==> src/rtl/dsp_mac_pkg.sv <==
// rtl/dsp_mac_pkg.sv - shared types and constants for the DSP MAC cluster
package dsp_mac_pkg;

  localparam int DATA_W = 32;

  localparam logic [1:0] MAC_MODE_SIGNED   = 2'b00;
  localparam logic [1:0] MAC_MODE_UNSIGNED = 2'b01;
  localparam logic [1:0] MAC_MODE_MIXED    = 2'b10;

  typedef enum logic [1:0] {
    ST_IDLE  = 2'b00,
    ST_ISSUE = 2'b01,
    ST_WAIT  = 2'b10,
    ST_DONE  = 2'b11
  } seq_state_t;

endpackage

==> src/rtl/mac_dot_sequencer.sv <==
// rtl/mac_dot_sequencer.sv - dot-product command sequencer feeding mac_unit
// Issues one MAC per operand pair, feeding the running accumulator back as the addend.
module mac_dot_sequencer
  import dsp_mac_pkg::*;
#(
  parameter int MAC_LATENCY = 1,
  parameter int LEN_W       = 8
) (
  input  logic              clk,
  input  logic              rst_n,
  input  logic              start,
  input  logic [LEN_W-1:0]  len,
  input  logic [DATA_W-1:0] acc_init,
  input  logic [1:0]        mode_in,
  input  logic              saturate_in,
  input  logic              round_in,
  input  logic              abort,
  output logic              busy,
  input  logic              op_valid,
  output logic              op_ready,
  input  logic [DATA_W-1:0] op_a,
  input  logic [DATA_W-1:0] op_b,
  output logic              mac_enable,
  output logic [DATA_W-1:0] mac_a,
  output logic [DATA_W-1:0] mac_b,
  output logic [DATA_W-1:0] mac_c,
  output logic [1:0]        mac_mode,
  output logic              mac_saturate,
  output logic              mac_round,
  input  logic [DATA_W-1:0] mac_result,
  input  logic              mac_overflow,
  input  logic              mac_underflow,
  output logic              res_valid,
  input  logic              res_ready,
  output logic [DATA_W-1:0] dot_result,
  output logic              sticky_ovf,
  output logic              sticky_unf
);

  localparam logic [2:0] WAIT_LOAD = 3'(MAC_LATENCY);

  seq_state_t        state;
  logic [LEN_W-1:0]  count;
  logic [2:0]        wait_cnt;
  logic [DATA_W-1:0] acc;
  logic [DATA_W-1:0] dot_q;
  logic [1:0]        mode_q;
  logic              sat_q;
  logic              rnd_q;
  logic              ovf_q;
  logic              unf_q;
  logic              op_fire;

  // abort wins over an operand handshake in the same cycle
  assign op_ready     = (state == ST_ISSUE) && !abort;
  assign op_fire      = op_ready && op_valid;
  assign mac_enable   = op_fire;
  assign mac_a        = op_fire ? op_a : '0;
  assign mac_b        = op_fire ? op_b : '0;
  assign mac_c        = acc;
  assign mac_mode     = mode_q;
  assign mac_saturate = sat_q;
  assign mac_round    = rnd_q;
  assign busy         = (state != ST_IDLE);
  assign res_valid    = (state == ST_DONE);
  assign dot_result   = dot_q;
  assign sticky_ovf   = ovf_q;
  assign sticky_unf   = unf_q;

  always_ff @(posedge clk or negedge rst_n) begin
    if (!rst_n) begin
      state    <= ST_IDLE;
      count    <= '0;
      wait_cnt <= '0;
      acc      <= '0;
      dot_q    <= '0;
      mode_q   <= MAC_MODE_SIGNED;
      sat_q    <= 1'b0;
      rnd_q    <= 1'b0;
      ovf_q    <= 1'b0;
      unf_q    <= 1'b0;
    end else begin
      case (state)
        ST_IDLE: begin
          if (start) begin
            ovf_q <= 1'b0;
            unf_q <= 1'b0;
            if (len != '0) begin
              count  <= len;
              acc    <= acc_init;
              // reserved mode code runs as signed
              mode_q <= (mode_in == MAC_MODE_UNSIGNED || mode_in == MAC_MODE_MIXED) ?
                        mode_in : MAC_MODE_SIGNED;
              sat_q  <= saturate_in;
              rnd_q  <= round_in;
              state  <= ST_ISSUE;
            end else begin
              dot_q <= acc_init;
              state <= ST_DONE;
            end
          end
        end
        ST_ISSUE: begin
          if (abort) begin
            state <= ST_IDLE;
          end else if (op_fire) begin
            wait_cnt <= WAIT_LOAD;
            state    <= ST_WAIT;
          end
        end
        ST_WAIT: begin
          if (abort) begin
            state <= ST_IDLE;
          end else begin
            wait_cnt <= wait_cnt - 3'd1;
            if (wait_cnt == 3'd1) begin
              acc   <= mac_result;
              ovf_q <= ovf_q | mac_overflow;
              unf_q <= unf_q | mac_underflow;
              count <= count - LEN_W'(1);
              if (count == LEN_W'(1)) begin
                dot_q <= mac_result;
                state <= ST_DONE;
              end else begin
                state <= ST_ISSUE;
              end
            end
          end
        end
        ST_DONE: begin
          if (abort || res_ready) begin
            state <= ST_IDLE;
          end
        end
        default: state <= ST_IDLE;
      endcase
    end
  end

endmodule

==> config.mk <==
export PLATFORM = sky130hd
export DESIGN_NAME = mac_dot_sequencer
export DESIGN_NICKNAME = d
export VERILOG_FILES = /design/src/rtl/dsp_mac_pkg.sv /design/src/rtl/mac_dot_sequencer.sv
export SDC_FILE = /design/constraint.sdc
export NUM_CORES = 1
export LEC_CHECK = 0
export CORE_ASPECT_RATIO = 0.6
export CORE_MARGIN = 1.5
export CORE_UTILIZATION = 30
export DETAILED_ROUTE_END_ITERATION = 10
export GPL_ROUTABILITY_DRIVEN = 1
export PLACE_DENSITY = 0.77
export REMOVE_ABC_BUFFERS = 1
export SLEW_MARGIN = 20
export SYNTH_ARGS = -nofsm -noshare
export SYNTH_HDL_FRONTEND = slang
export SYNTH_SLANG_ARGS = --single-unit
==> constraint.sdc <==
create_clock -name clk -period 2.4 [get_ports clk]
set_clock_uncertainty 0.2 [all_clocks]
set_input_delay 0.24 -clock clk [delete_from_list [all_inputs] [get_ports clk]]
set_output_delay 0.24 -clock clk [all_outputs]
set_load 0.02 [all_outputs]
Fig. 1: run 1, sequential cells colored by netlist name
Other sequential cells in the stronger gray, the rest of the logic in the fainter gray.
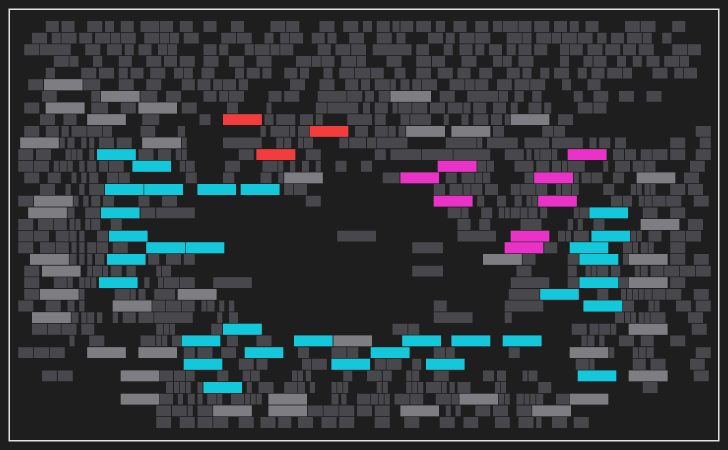
Key: magenta = count [sequential cells 8, where east]; cyan = mac_c [sequential cells 32]; red = wait_cnt [sequential cells 3]
Another 40 sequential cells are not colored.
Seq/total area: 25.1%
post-layout util: 53.8%
P_seq: 2.15 mW
register area: 2080 um^2

Fig. 2: run 1, local utilization
The die is cut into 17 by 10 equal tiles; black is low, pale yellow is high, 0 to 100% covered.
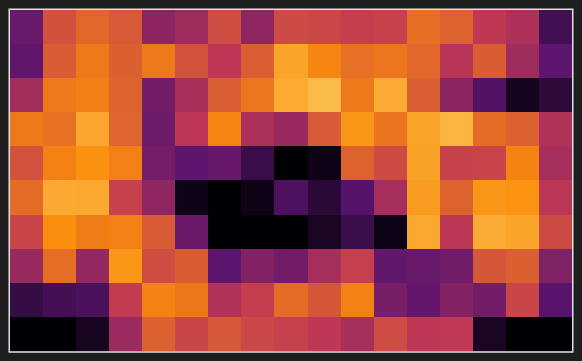
The emptiest ninth of the die: center. The mean over all tiles is 48%. 5.3% of the tiles are nearly empty. The fullest tile reaches 85%.
Core ar.: 15400 um^2
fp_density: 30.8%

==> reports/metrics.csv, run 1 <==
stage,metric,value,unit
run_status,status,"complete, no violations",
drt,vias_per_cell,5.11,
synth,syn_area,4740,um^2
setup_path,endpoint,mac_b[23],
min_path,hold_path.class,in -> async,
setup_path,arrival,1880,ps
timing,drv_slew,0,
power,p_comb,3.36,mW
clock_network,cts_buffers,9,
global_route,met3_usage,7.52,%
global_route,grt_pass1_wl,27400,um
power,vdd_drop_max,0.000400,V
synth,synth-main-ff-cell,dfrtp_1,
drt,dr_wl_met2,7510,um
power,p_seq_share,31.5,%
cells_and_area,nNonClkInverters,6,
placement,dp_hpwl,13800,um
floorplan,die_w,165,um
timing,worst_slew_pin_slew,643,ps
setup_path,crit_type,reg -> out,
floorplan,fp.dieH,100,um
synth,synth_top_area_share,43.8,%
clock_network,cts.path.max_buffers,2,
drt,highest_layer,met4,
setup_path,crit_fanout,33,
cells_and_area,fillers,1461,
floorplan,num_rows,35,
drt,drt_iter0_markers,325,
setup_path,reg2reg_to,dot_result[25],
synth,ys_ff,83,
power,p_sw,2.58,mW
synth,yosys.area_share.adder,1.05,%
cells_and_area,final_nets,985,
drt,met3_length,1750,um
placement,dp_slack,-296,ps
synth,edf_count,0,
power,finalPower,6.84,mW
cells_and_area,nonClkBufAreaFrac,38.8,%
setup_path,path_buffers,2,
power,swShare,37.7,%
synth,synth_seq_share,43.8,%
drt,drt-met1-wl,9080,um
synth,yosys_area,4740,um^2
flow_run,warning_count,27,
clock_network,cts_hold_buffers,1,
synth,muxShareOfSynthArea,1.37,%
cells_and_area,mostFrequentLayoutCells,"clkdlybuf4s50_1, dfrtp_1, nor2_1",
drt,via_count,5320,
setup_path,path_depth,4,
drt,ant_nets,0,
power,leakagePower,3.90,nW
global_route,grtUsageMet2,28.4,%
global_route,grt_max_degree,74,
setup_path,cp_cell_sequence,nor3b_4 > clkbuf_16 > and3_1 > dlygate4sd2_1,
cells_and_area,antennaDiodeCount,0,
cells_and_area,ff_count,83,
clock_network,post_cts_buffers,0,
cells_and_area,nClkBuffers,11,
setup_path,critical_path_required,1960,ps
cells_and_area,drive_gt1_share,8.35,%
synth,avgSynthCellArea,8.52,um^2
synth,netlist_instances,557,
Fig. 3: run 1, routing congestion map
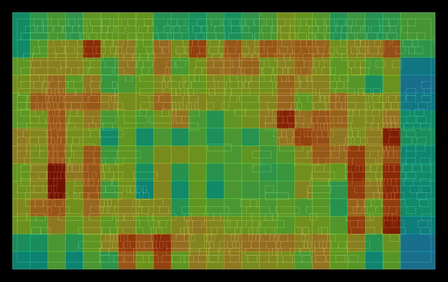
Total GRT Usage: 21.3%
grt met1 use: 32.8%

Fig. 4: run 1, cells by drive strength
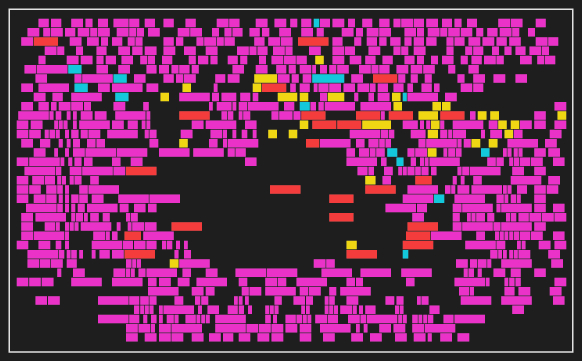
Key: cyan = _2 cells [cells 13, share 1.6%, most used mux2_2]; yellow = _3 and _4 cells [cells 32, share 3.8%, most used buf_4]; red = _6 and larger [cells 25, share 3.0%, most used buf_12]; magenta = _0 and _1 cells [cells 768, share 92%, most used clkdlybuf4s50_1]
Buffers, non-clock: 321
worst setup margin: 83.0 ps
Finished Cell Area: 8300 um^2
Area Growth Syn to Fin: 74.8%

Fig. 5: run 1, cell classes on the final placement
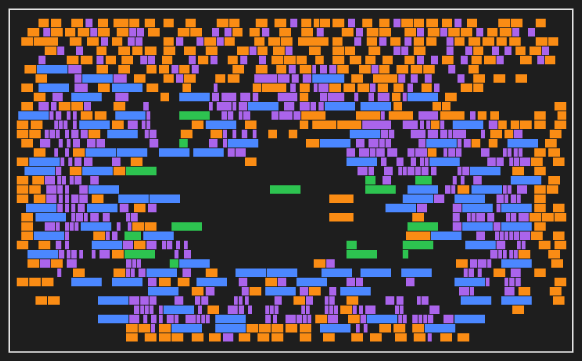

==> run 2, diff against run 1 <==
- MAX_ROUTING_LAYER: not set -> met4
Fig. 6: run 2, cell classes on the final placement
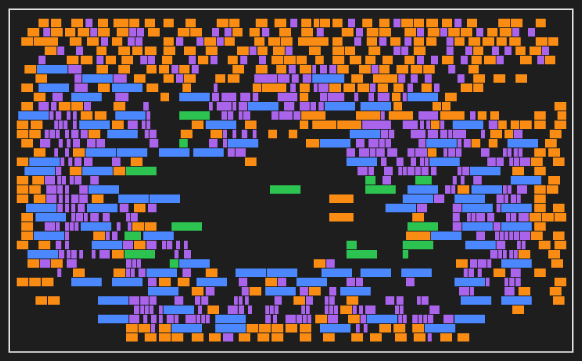
Key: orange = other buffers and delay cells [cells 321, share of their area 40%]; purple = combinational and other logic [cells 418, share of their area 31%]; blue = flops [cells 83, share of their area 26%]; green = clock drivers and dummy loads [cells 16, share of their area 3.6%]
Finished Cell Area: 8290 um^2
Seq/total area: 25.1%
post-layout util: 53.8%
# rows: 35

==> reports/metrics.csv, run 2 <==
stage,metric,value,unit,change
cells_and_area,drive_gt1_share,8.35,%,unchanged
power,swShare,37.7,%,about the same
drt,wirelength,18500,um,
clock_network,cts_buffers,9,,unchanged
setup_path,crit_fanout,33,,unchanged
drt,ant_nets,0,,unchanged
global_route,grtUsageMet1,33.1,%,+0.26 points
global_route,met3_usage,6.98,%,-0.54 points
power,pg_seq,2.15,mW,about the same
cells_and_area,area_growth,74.8,%,about the same
power,p_sw,2.57,mW,-0.10%
setup_path,path_buffers,2,,unchanged
clock_network,cts_hold_buffers,1,,unchanged
power,p_seq_share,31.5,%,about the same
cells_and_area,signal_buffers,321,,unchanged
power,leakagePower,3.90,nW,about the same
drt,met3_length,1550,um,-11%
cells_and_area,nClkBuffers,11,,unchanged
global_route,grt_max_degree,74,,unchanged
setup_path,crit_type,reg -> out,,
drt,drt-met1-wl,9280,um,+2.2%
synth,top_logic_kind,simple AND/OR/NAND/NOR gates,,
synth,avgSynthCellArea,8.52,um^2,unchanged
floorplan,core,15400,um^2,unchanged
cells_and_area,nonClkBufAreaFrac,38.8,%,about the same
synth,synth-main-ff-cell,dfrtp_1,,
setup_path,r2r_setup_slack,120,ps,
cells_and_area,fillers,1462,,+0.068%
drt,dr_wl_met2,7530,um,+0.27%
cells_and_area,mostFrequentLayoutCells,"clkdlybuf4s50_1, dfrtp_1, nor2_1",,
drt,highest_layer,met4,,
global_route,grtUsageTotal,21.9,%,+0.62 points
clock_network,post_cts_buffers,0,,unchanged
global_route,grt_pass1_wl,27400,um,-0.18%
placement,dp_hpwl,13800,um,unchanged
drt,via_count,5309,,-0.21%
floorplan,die_w,165,um,unchanged
synth,synth_seq_share,43.8,%,unchanged
setup_path,critical_path_required,1960,ps,about the same
placement,dp_slack,-296,ps,unchanged
cells_and_area,seq_area,2080,um^2,unchanged
drt,first_pass_iters,5,,
power,p_comb,3.36,mW,about the same
synth,synth_top_area_share,43.8,%,unchanged
global_route,grtUsageMet2,28.4,%,unchanged
timing,hold_ws,273,ps,
drt,vias_per_cell,5.10,,-0.21%
cells_and_area,nNonClkInverters,6,,unchanged
drt,drt_iter0_markers,329,,+1.2%
setup_path,start_kind,flop,,
cells_and_area,final_nets,985,,unchanged
power,finalPower,6.83,mW,about the same
flow_run,warning_count,27,,unchanged
setup_path,r2r_start,count[3],,
cells_and_area,antennaDiodeCount,0,,unchanged
timing,fin_ws,85.5,ps,+2.44 ps
setup_path,endpoint,mac_b[23],,
cells_and_area,ff_count,83,,unchanged
synth,yosys.area_share.adder,1.05,%,unchanged
min_path,hold_path.class,in -> async,,
setup_path,path_depth,4,,unchanged
run_status,status,"complete, no violations",,
power,vdd_drop_max,0.000398,V,-0.50%
setup_path,cp_cell_sequence,nor3b_4 > clkbuf_16 > and3_1 > dlygate4sd2_1,,
synth,yosys_area,4740,um^2,unchanged
synth,syn_area,4740,um^2,unchanged
setup_path,crit_start,state[1],,
setup_path,arrival,1870,ps,about the same
synth,muxShareOfSynthArea,1.37,%,unchanged
floorplan,initCoreUtil,30.8,%,unchanged
synth,netlist_instances,557,,unchanged
Power figures rest on the tool's default switching activity, not on a simulated workload.
